**Run 1: wire density map**

Bar = 20 um. The die is cut into 23 by 23 equal tiles; dark purple is low, yellow is high, scaled to the fullest tile. Values are wire area over tile area, all layers added.
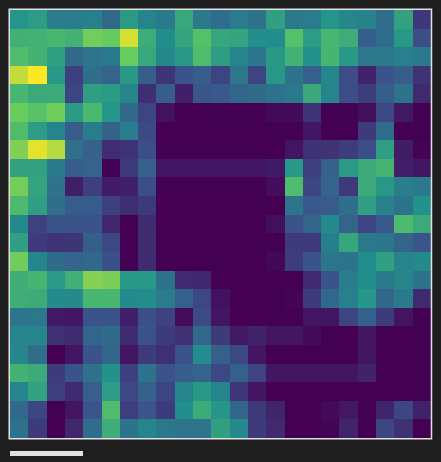
**Run 1: the metal 1 layer**

Supply wires on this layer in grey.
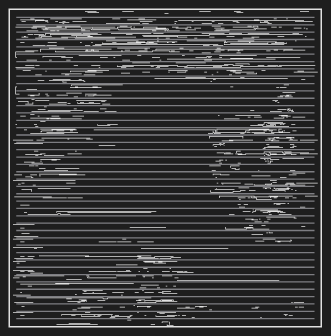
**Run 1: the metal 2 layer**

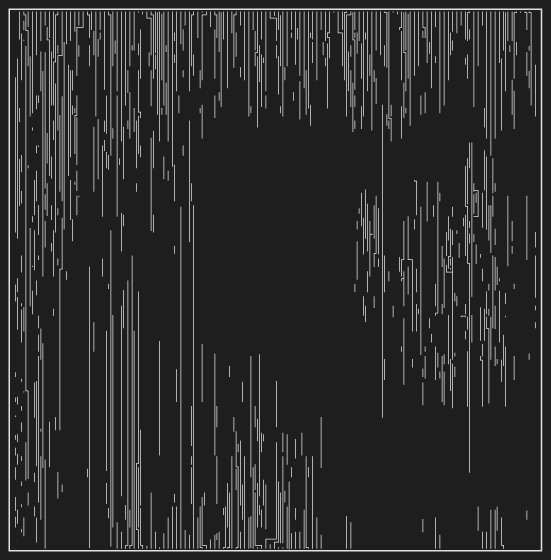
===== config.mk =====
export PLATFORM = sky130hd
export DESIGN_NAME = wn_pdcchrx_angle_rep_arbiter
export DESIGN_NICKNAME = d
export VERILOG_FILES = /design/src/rtl/wn_pdcchrx_pkg.sv /design/src/rtl/wn_pdcchrx_tag_fifo.sv /design/src/rtl/wn_pdcchrx_angle_rep_arbiter.sv
export SDC_FILE = /design/constraint.sdc
export NUM_CORES = 1
export LEC_CHECK = 0
export ABC_CLOCK_PERIOD_IN_PS = 2200
export CAP_MARGIN = 25
export CORE_AREA = 2 2 113 115
export CTS_BUF_LIST = sky130_fd_sc_hd__clkbuf_4
export CTS_CLUSTER_DIAMETER = 50
export DETAILED_ROUTE_END_ITERATION = 10
export DIE_AREA = 0 0 115 117
export GPL_TIMING_DRIVEN = 0
export PLACE_DENSITY = 0.69
export SLEW_MARGIN = 5
export SYNTH_ARGS = -nofsm -noshare
export SYNTH_HDL_FRONTEND = slang
export SYNTH_SLANG_ARGS = --single-unit

===== constraint.sdc =====
create_clock -name clk -period 2.2 [get_ports clk]
set_input_delay 0.44 -clock clk [delete_from_list [all_inputs] [get_ports clk]]
set_output_delay 0.44 -clock clk [all_outputs]
set_load 0.03 [all_outputs]

===== src/rtl/wn_pdcchrx_pkg.sv =====
// wn_pdcchrx_pkg: shared FSM state, config-word field widths and IQ widths for the angle repeater arbiter
package wn_pdcchrx_pkg;
  typedef enum logic [1:0] {IDLE, CFG, DATA} arb_state_t;
  localparam int CFG_W = 9;
  localparam int CNT_W = 6;
  localparam int MODE_W = 2;
  localparam int FLAG_W = 1;
  localparam int IQ_W = 24;
  localparam int BEAT_W = 2 * IQ_W;
endpackage


===== src/rtl/wn_pdcchrx_tag_fifo.sv =====
// wn_pdcchrx_tag_fifo: synchronous owner-tag FIFO with count-based full/empty
module wn_pdcchrx_tag_fifo #(
  parameter int DEPTH = 4,
  parameter int W = 1
) (
  input  logic         clk,
  input  logic         rstn,
  input  logic         push,
  input  logic [W-1:0] din,
  input  logic         pop,
  output logic [W-1:0] dout,
  output logic         full,
  output logic         empty
);
  localparam int AW = $clog2(DEPTH);
  logic [W-1:0] mem [DEPTH];
  logic [AW-1:0] wr, rd;
  logic [AW:0] cnt;
  assign full = cnt == (AW+1)'(DEPTH);
  assign empty = cnt == '0;
  assign dout = empty ? '0 : mem[rd];
  always_ff @(posedge clk or negedge rstn) begin
    if (!rstn) begin
      wr <= '0;
      rd <= '0;
      cnt <= '0;
    end else begin
      if (push) wr <= wr + 1'b1;
      if (pop) rd <= rd + 1'b1;
      cnt <= cnt + (AW+1)'(push) - (AW+1)'(pop);
    end
  end
  always_ff @(posedge clk) begin
    if (push) mem[wr] <= din;
  end
endmodule


===== src/rtl/wn_pdcchrx_angle_rep_arbiter.sv =====
// wn_pdcchrx_angle_rep_arbiter: round-robin sharing of one angle repeater among NREQ requesters, output tagged with owner
// Optional per-requester packet and stall statistics with WN_ANGLE_ARB_STATS_EN
module wn_pdcchrx_angle_rep_arbiter
  import wn_pdcchrx_pkg::*;
#(
  parameter int NREQ = 2,
  parameter int TAG_DEPTH = 4
) (
  input  logic                      clk,
  input  logic                      rstn,
  input  logic [NREQ*CFG_W-1:0]     req_cfg_tdata,
  input  logic [NREQ-1:0]           req_cfg_tvalid,
  output logic [NREQ-1:0]           req_cfg_tready,
  input  logic [NREQ*BEAT_W-1:0]    req_data_tdata,
  input  logic [NREQ-1:0]           req_data_tvalid,
  output logic [NREQ-1:0]           req_data_tready,
  input  logic [NREQ-1:0]           req_data_tlast,
  output logic [CFG_W-1:0]          rep_cfg_tdata,
  output logic                      rep_cfg_tvalid,
  input  logic                      rep_cfg_tready,
  output logic [BEAT_W-1:0]         rep_din_tdata,
  output logic                      rep_din_tvalid,
  input  logic                      rep_din_tready,
  output logic                      rep_din_tlast,
  input  logic [BEAT_W-1:0]         rep_dout_tdata,
  input  logic                      rep_dout_tvalid,
  output logic                      rep_dout_tready,
  input  logic                      rep_dout_tlast,
  output logic [BEAT_W-1:0]         out_tdata,
  output logic                      out_tvalid,
  input  logic                      out_tready,
  output logic                      out_tlast,
  output logic [$clog2(NREQ)-1:0]   out_tdest
`ifdef WN_ANGLE_ARB_STATS_EN
  ,
  output logic [NREQ*16-1:0]        stat_pkt_cnt,
  output logic [15:0]               stat_stall_cnt
`endif
);
  localparam int IW = $clog2(NREQ);
  arb_state_t state, state_nx;
  logic [IW-1:0] rr_ptr, grant, pick, idx;
  logic [CFG_W-1:0] cfg_arr [NREQ];
  logic [BEAT_W-1:0] data_arr [NREQ];
  logic start, push, done, pop, full, empty;
  for (genvar g = 0; g < NREQ; g++) begin : g_unpack
    assign cfg_arr[g] = req_cfg_tdata[g*CFG_W +: CFG_W];
    assign data_arr[g] = req_data_tdata[g*BEAT_W +: BEAT_W];
  end
  // descending scan so the requester closest to rr_ptr is the last (winning) write
  always_comb begin
    pick = rr_ptr;
    idx = rr_ptr;
    for (int i = NREQ - 1; i >= 0; i--) begin
      idx = IW'((int'(rr_ptr) + i) % NREQ);
      if (req_cfg_tvalid[idx]) pick = idx;
    end
  end
  assign start = state == IDLE && |req_cfg_tvalid && !full;
  assign push = state == CFG && req_cfg_tvalid[grant] && rep_cfg_tready;
  assign done = state == DATA && req_data_tvalid[grant] && rep_din_tready && req_data_tlast[grant];
  always_comb begin
    req_cfg_tready = '0;
    req_data_tready = '0;
    req_cfg_tready[grant] = state == CFG && rep_cfg_tready;
    req_data_tready[grant] = state == DATA && rep_din_tready;
    rep_cfg_tvalid = state == CFG && req_cfg_tvalid[grant];
    rep_din_tvalid = state == DATA && req_data_tvalid[grant];
    rep_cfg_tdata = cfg_arr[grant];
    rep_din_tdata = data_arr[grant];
    rep_din_tlast = req_data_tlast[grant];
    state_nx = state == IDLE ? (start ? CFG : IDLE) :
               state == CFG  ? (push ? DATA : CFG) :
               state == DATA ? (done ? IDLE : DATA) : IDLE;
  end
  always_ff @(posedge clk or negedge rstn) begin
    if (!rstn) begin
      state <= IDLE;
      rr_ptr <= '0;
      grant <= '0;
    end else begin
      state <= state_nx;
      if (start) grant <= pick;
      if (done) rr_ptr <= (int'(grant) == NREQ - 1) ? '0 : grant + 1'b1;
    end
  end
  assign out_tvalid = rep_dout_tvalid && !empty;
  assign rep_dout_tready = out_tready && !empty;
  assign out_tdata = rep_dout_tdata;
  assign out_tlast = rep_dout_tlast;
  assign pop = out_tvalid && out_tready && rep_dout_tlast;
  wn_pdcchrx_tag_fifo #(.DEPTH(TAG_DEPTH), .W(IW)) u_tag_fifo (
    .clk(clk),
    .rstn(rstn),
    .push(push),
    .din(grant),
    .pop(pop),
    .dout(out_tdest),
    .full(full),
    .empty(empty)
  );
`ifdef WN_ANGLE_ARB_STATS_EN
  logic [15:0] pkt_cnt [NREQ];
  for (genvar g = 0; g < NREQ; g++) begin : g_stat
    assign stat_pkt_cnt[g*16 +: 16] = pkt_cnt[g];
  end
  always_ff @(posedge clk or negedge rstn) begin
    if (!rstn) begin
      for (int i = 0; i < NREQ; i++) pkt_cnt[i] <= '0;
      stat_stall_cnt <= '0;
    end else begin
      if (done) pkt_cnt[grant] <= pkt_cnt[grant] + 16'd1;
      if (state == IDLE && |req_cfg_tvalid && full && stat_stall_cnt != 16'hFFFF)
        stat_stall_cnt <= stat_stall_cnt + 16'd1;
    end
  end
`endif
endmodule


==> impl_metrics.csv, run 1 <==
group,metric,value,unit
sta,skew,5.17,ps
global_routing,track_usage,13.8,%
global_routing,busiest_layer,"met2",
detailed_routing,viasPerCell,3.84,
synthesis,ff_type,"dfrtp_1",
synthesis,ys.flops,15,
synthesis,enable_flop_cells,4,
detailed_routing,vias,2237,
sta,fmax,0.463,GHz
setup_path,start_kind,"input port",
final_layout,antennaDiodeCount,0,
sta,period_used_share,98.1,%
detailed_routing,drc_errors,0,
global_routing,grt_max_degree,12,
floorplan,initCoreUtil,15.3,%
setup_path,crit_type,"in -> out",
setup_path,cp_data_required_time,1760,ps
sta,hold_viol,0,
pwr,switching_share,49.5,%
floorplan,die_x,115,um
pwr,vdd_drop_max,0.000404,V
sta,slew_viol_final,0,
clocking,clk_pin_slew,90,ps
global_routing,use_met3,4.58,%
detailed_routing,final_antenna_net_count,0,
setup_path,critPathMaxFanout,3,
run_status,run_status,"complete, no violations",
sta,worst_slack,41.0,ps
job,maxCapViolCount,0,
final_layout,fill_cells,1251,
global_routing,grt_first_pass_wirelength,13800,um
place,port_buffers,242,
detailed_routing,drt-initial-drc-count,40,
job,warnings,31,
floorplan,rows,41,
pwr,p_int,1.97,mW
floorplan,dieArea,13500,sq um
pwr,p_switching,1.93,mW
synthesis,largest_area_cell,"mux2_2",
final_layout,synthToLayoutAreaGrowth,144,%
global_routing,grtUsageMet1,15.5,%
global_routing,antenna_found_initial,0,
sta,period_needed,2160,ps
floorplan,num_io_pins,291,
synthesis,synth_warnings,0,
place,dp_hpwl,8980,um
synthesis,yosys_cells,185,
## Picture notes: 'wire density map'
fullest tile = 0.43
tiles over half the peak = 20%
densest ninth of the die = north-west

## Picture notes: 'the metal 1 layer'
wire length on this layer = 3,580 um
longest straight run = 50.6 um
share of all routed wire = 36%
main direction = horizontal
nets with wire on the layer = 513

## Picture notes: 'the metal 2 layer'
share of all routed wire = 55%
wire length on this layer = 5,570 um
longest straight run = 74.6 um
nets with wire on the layer = 555

[run 1: registers in the layout (all words and copies together), names as in the netlist]
signal	cells
u_tag_fifo.rd	2
rr_ptr	1
state	2
u_tag_fifo.wr	2
grant	1
u_tag_fifo.cnt	3
u_tag_fifo.mem	4
[run 1: critical path, cell delays in order]
cell,delay [ps]
clkdlybuf4s50_1,510
buf_4,120
clkdlybuf4s50_1,650
[run 1: logic make-up (layout without fill, tap and decap cells)]
| group | after synthesis | after routing | share of synthesized area [%] |
|---|---|---|---|
| buf+inv | 64 | 312 | 23.0 |
| mux | 63 | 63 | 38.0 |
| simple gates | 24 | 24 | 8.10 |
| flops | 15 | 15 | 21.0 |
| fa+ha+maj | 7 | 7 | 5.05 |
| compound gates | 7 | 7 | 2.52 |
| xor+xnor | 5 | 5 | 2.32 |
[run 1: layer usage]
layer	share of wire, %	vias up
li1	-	1085
met1	36	1032
met4	0.16	0
met3	9.0	2
met5	0	-
met2	55	118
[run 1: cell usage in the layout (no fill, tap or decap), types with 3 or more instances in the layout]
cell type	instances
ha_1	6
buf_6	6
inv_1	8
clkbuf_2	11
buf_4	51
dlygate4sd2_1	9
buf_2	4
nor2b_1	4
dfrtp_2	3
xnor2_1	3
nor2_1	4
clkdlybuf4s15_2	41
dfrtp_1	8
clkdlybuf4s50_1	175
and2_1	4
clkbuf_4	3
edfxtp_1	4
mux2_2	58
[run 1: per-stage QoR]
step / total power, mW / std cells
floorplan: 2.42 / 185
CTS: 3.98 / 583
global placement: 3.77 / 577
global route: 4.17 / 583
detailed placement: 3.80 / 577
finish: 3.90 / 583
[run 1: power groups by stage]
stage / clock, mW / combinational (mW) / sequential (mW)
2_1_floorplan: 0 / 1.93 / 0.496
3_3_place_gp: 0 / 3.26 / 0.518
3_5_place_dp: 0 / 3.28 / 0.524
4_1_cts: 0.163 / 3.29 / 0.527
5_1_grt: 0.172 / 3.44 / 0.556
6_report: 0.153 / 3.22 / 0.532
[run 1: final timing paths]
kind,slack (ps),cells past startpoint,endpoint,from
setup / recovery,40,3,out_tlast,rep_dout_tlast
hold / removal,490,1,u_tag_fifo.rd[1]$_DFFE_PN0P_,rstn
setup reg to reg,80,9,u_tag_fifo.cnt[2]$_DFF_PN0_,u_tag_fifo.cnt[0]$_DFF_PN0_
hold reg to reg,490,1,u_tag_fifo.rd[1]$_DFFE_PN0P_,u_tag_fifo.rd[1]$_DFFE_PN0P_
max in group asynchronous,1330,1,u_tag_fifo.cnt[0]$_DFF_PN0_,rstn
min in group clk,490,1,u_tag_fifo.rd[1]$_DFFE_PN0P_,u_tag_fifo.rd[1]$_DFFE_PN0P_
[run 1: area by class of cell]
cell class	count	area share (%)
flip-flops and latches	15	8.69
well taps	150	4.09
clock inverters	1	0.109
plain buffers	56	9.92
repair buffers	244	52.4
inverters	8	0.654
multi-input cells	106	23.6
clock buffers	3	0.490
[run 1: what timing repair did]
action | CTS | global route
hold endpoints to repair | 0 | 0
resized | 182 | 30
hold buffers | 0 | 0
pin swaps | 1 | 1
buffers inserted | 2 | 0
setup endpoints to repair | 67 | 27
**Run 1: the clock network**

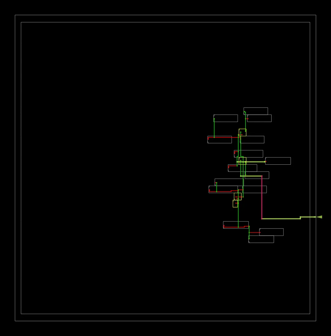

--- run 2 (diff from run 1) ---
--- a/config.mk
+++ b/config.mk
@@ -14,6 +14,7 @@
 export DIE_AREA = 0 0 115 117
 export GPL_TIMING_DRIVEN = 0
 export PLACE_DENSITY = 0.69
+export REMOVE_ABC_BUFFERS = 1
 export SLEW_MARGIN = 5
 export SYNTH_ARGS = -nofsm -noshare
 export SYNTH_HDL_FRONTEND = slang
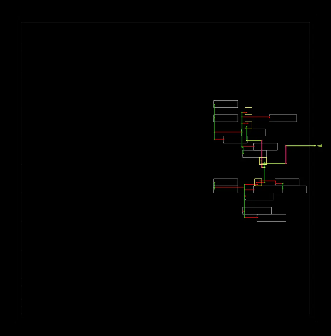
**Above:** run 2 (the clock network).
CTS sink cnt: 15
Inserted Clock Buffers: 3
Latency at later pin: 280 ps
clock buffers: 4

==> impl_metrics.csv, run 2 <==
group,metric,value,unit
sta,slew_viol_final,0,
global_routing,grt_first_pass_wirelength,14500,um
synthesis,largest_area_cell,"mux2_2",
final_layout,top_regs,"u_tag_fifo.mem: 4 flops, u_tag_fifo.cnt: 3 flops",
setup_path,slowest_stage,"clkdlybuf4s50_1",
job,maxCapViolCount,0,
pwr,p_int,1.81,mW
synthesis,mux_share,38.0,%
detailed_routing,drt-initial-drc-count,64,
clocking,clk_pin_slew,80,ps
setup_path,start_kind,"input port",
job,warnings,29,
sta,fmax,0.459,GHz
detailed_routing,drc_errors,0,
synthesis,synth.logic.top_family,"multiplexers",
pwr,p_switching,1.79,mW
setup_path,cp_data_required_time,2370,ps
place,dp_hpwl,8860,um
global_routing,grt_pass1_vias,2100,
final_layout,lay_top_count,"clkdlybuf4s50_1",
setup_path,r2r-end,"u_tag_fifo.cnt[2]$_DFF_PN0_",
sta,worst_slack,23.4,ps
floorplan,dieArea,13500,sq um
synthesis,ff_type,"dfrtp_1",
floorplan,num_io_pins,291,
global_routing,antenna_found_initial,1,
synthesis,top_area_share,34.7,%
detailed_routing,vias,2071,
global_routing,track_usage,15.2,%
sta,period_used_share,98.9,%
sta,hold_viol,0,
synthesis,yosys_cells,185,
final_layout,regArea,399,sq um
final_layout,antennaDiodeCount,0,
synthesis,adder_share,5.05,%
final_layout,fill_cells,1324,
sta,period_needed,2180,ps
global_routing,grt_max_degree,36,
synthesis,synth_warnings,0,
pwr,switching_share,49.8,%
synthesis,synth_cell_types,32,
place,port_buffers,194,
floorplan,initCoreUtil,15.3,%
final_layout,largest_reg_flops,4,
final_layout,lay_top_cells,"126 x clkdlybuf4s50_1, 58 x mux2_2, 24 x dlygate4sd2_1",
detailed_routing,final_antenna_net_count,0,
synthesis,ys.flops,15,
setup_path,r2r-start,"u_tag_fifo.cnt[0]$_DFF_PN0_",
pwr,vdd_drop_max,0.000339,V
floorplan,rows,41,
detailed_routing,viasPerCell,4.29,
clocking,clockBufferDepth,2,
synthesis,synthAoiAreaFrac,2.52,%
synthesis,ys_sh_simple,8.10,%
setup_path,crit_type,"in -> reg",
final_layout,top_register,"u_tag_fifo.mem",
sta,skew,1.42,ps
setup_path,reg2reg_depth,9,
pwr,leakage,1.54,nW
synthesis,enable_flop_cells,4,
synthesis,synthXorXnorAreaFrac,2.32,%
run_status,run_status,"complete, no violations",
floorplan,die_x,115,um
setup_path,critPathMaxStageDelay,500,ps
setup_path,critPathMaxFanout,3,
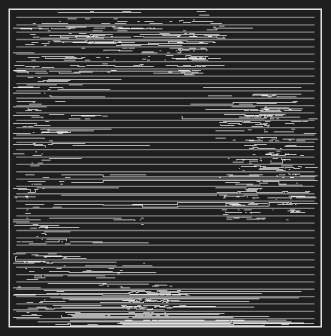
**Above:** run 2 (the metal 1 layer).
Supply wires on this layer in grey.
nets with wire on the layer = 412
share of all routed wire = 42%
main direction = horizontal

-- run 2: cell counts after synthesis --
Identical to the previous run, type by type.
-- run 2: cell type report --
type | instances | area share [%]
Clock buffer | 4 | 0.819
Sequential cell | 15 | 10.9
Timing Repair Buffer | 200 | 52.7
Inverter | 8 | 0.819
Tap cell | 150 | 5.12
Multi-Input combinational cell | 106 | 29.6
-- run 2: through the flow --
stage | TNS, ps | std cells | instance area, sq um | power (mW)
floorplan | -33620 | 129 | 1480 | 2.23
global placement | -119040 | 473 | 3610 | 3.41
detailed placement | -18850 | 473 | 3610 | 3.41
CTS | 0 | 482 | 3650 | 3.54
global route | -223 | 483 | 3660 | 3.81
finish | 0 | 483 | 3660 | 3.60
-- run 2: power groups by stage --
stage                     logic (mW)  clock network (mW)  registers, mW
after CTS                       2.83               0.171          0.542
after floorplan                 1.59                   0          0.639
after detailed placement        2.66                   0          0.742
after global routing            3.05               0.181          0.583
final                           2.87               0.166          0.567
after global placement          2.69                   0          0.719
-- run 2: how the worst max path moves through the flow --
stage | from | end | slack (ps)
final | out_tready | u_tag_fifo.cnt[2]$_DFF_PN0_ | 20
after detailed placement | grant$_DFFE_PN0P_ | u_tag_fifo.cnt[2]$_DFF_PN0_ | -600
after global placement | grant$_DFFE_PN0P_ | u_tag_fifo.cnt[2]$_DFF_PN0_ | -1930
after global routing | out_tready | u_tag_fifo.cnt[2]$_DFF_PN0_ | -50
after CTS | rep_dout_tlast | u_tag_fifo.cnt[2]$_DFF_PN0_ | 0.4
after floorplan | grant$_DFFE_PN0P_ | u_tag_fifo.cnt[2]$_DFF_PN0_ | -1160
-- run 2: cells by family (layout without fill, tap and decap cells) --
kind of cell	count (synthesis)	count (layout)
flip-flops	15	15
multiplexers	63	63
adder cells (fa/ha/maj)	7	7
AND-OR/OR-AND	7	7
AND/OR/NAND/NOR	24	24
XOR/XNOR	5	5
buffers and inverters	64	212
-- run 2: worst max-delay path, delay by kind of cell --
kind / cells / cell delay (ps)
buffers and inverters: 3 / 590
adders and majority gates: 3 / 770
xor gates and xnor gates: 2 / 270
AOI/OAI and AO/OA: 1 / 90
and+or+nand+nor: 1 / 170
-- run 2: repair_timing --
item	CTS	global route
endpoints found under the setup margin	74	30
resized	67	68
hold buffers	0	0
setup buffers	5	0
cloned	0	1
pin swaps	2	0
-- run 2: metal layers --
metal	up-vias	GRT usage, %	share of wire (%)
li1	881	-	-
met1	966	19.8	42
met2	202	19.1	39
met3	16	12.5	17
met4	6	1.20	0.36
met5	-	7.78	1.3
Power figures rest on the tool's default switching activity, not on a simulated workload.
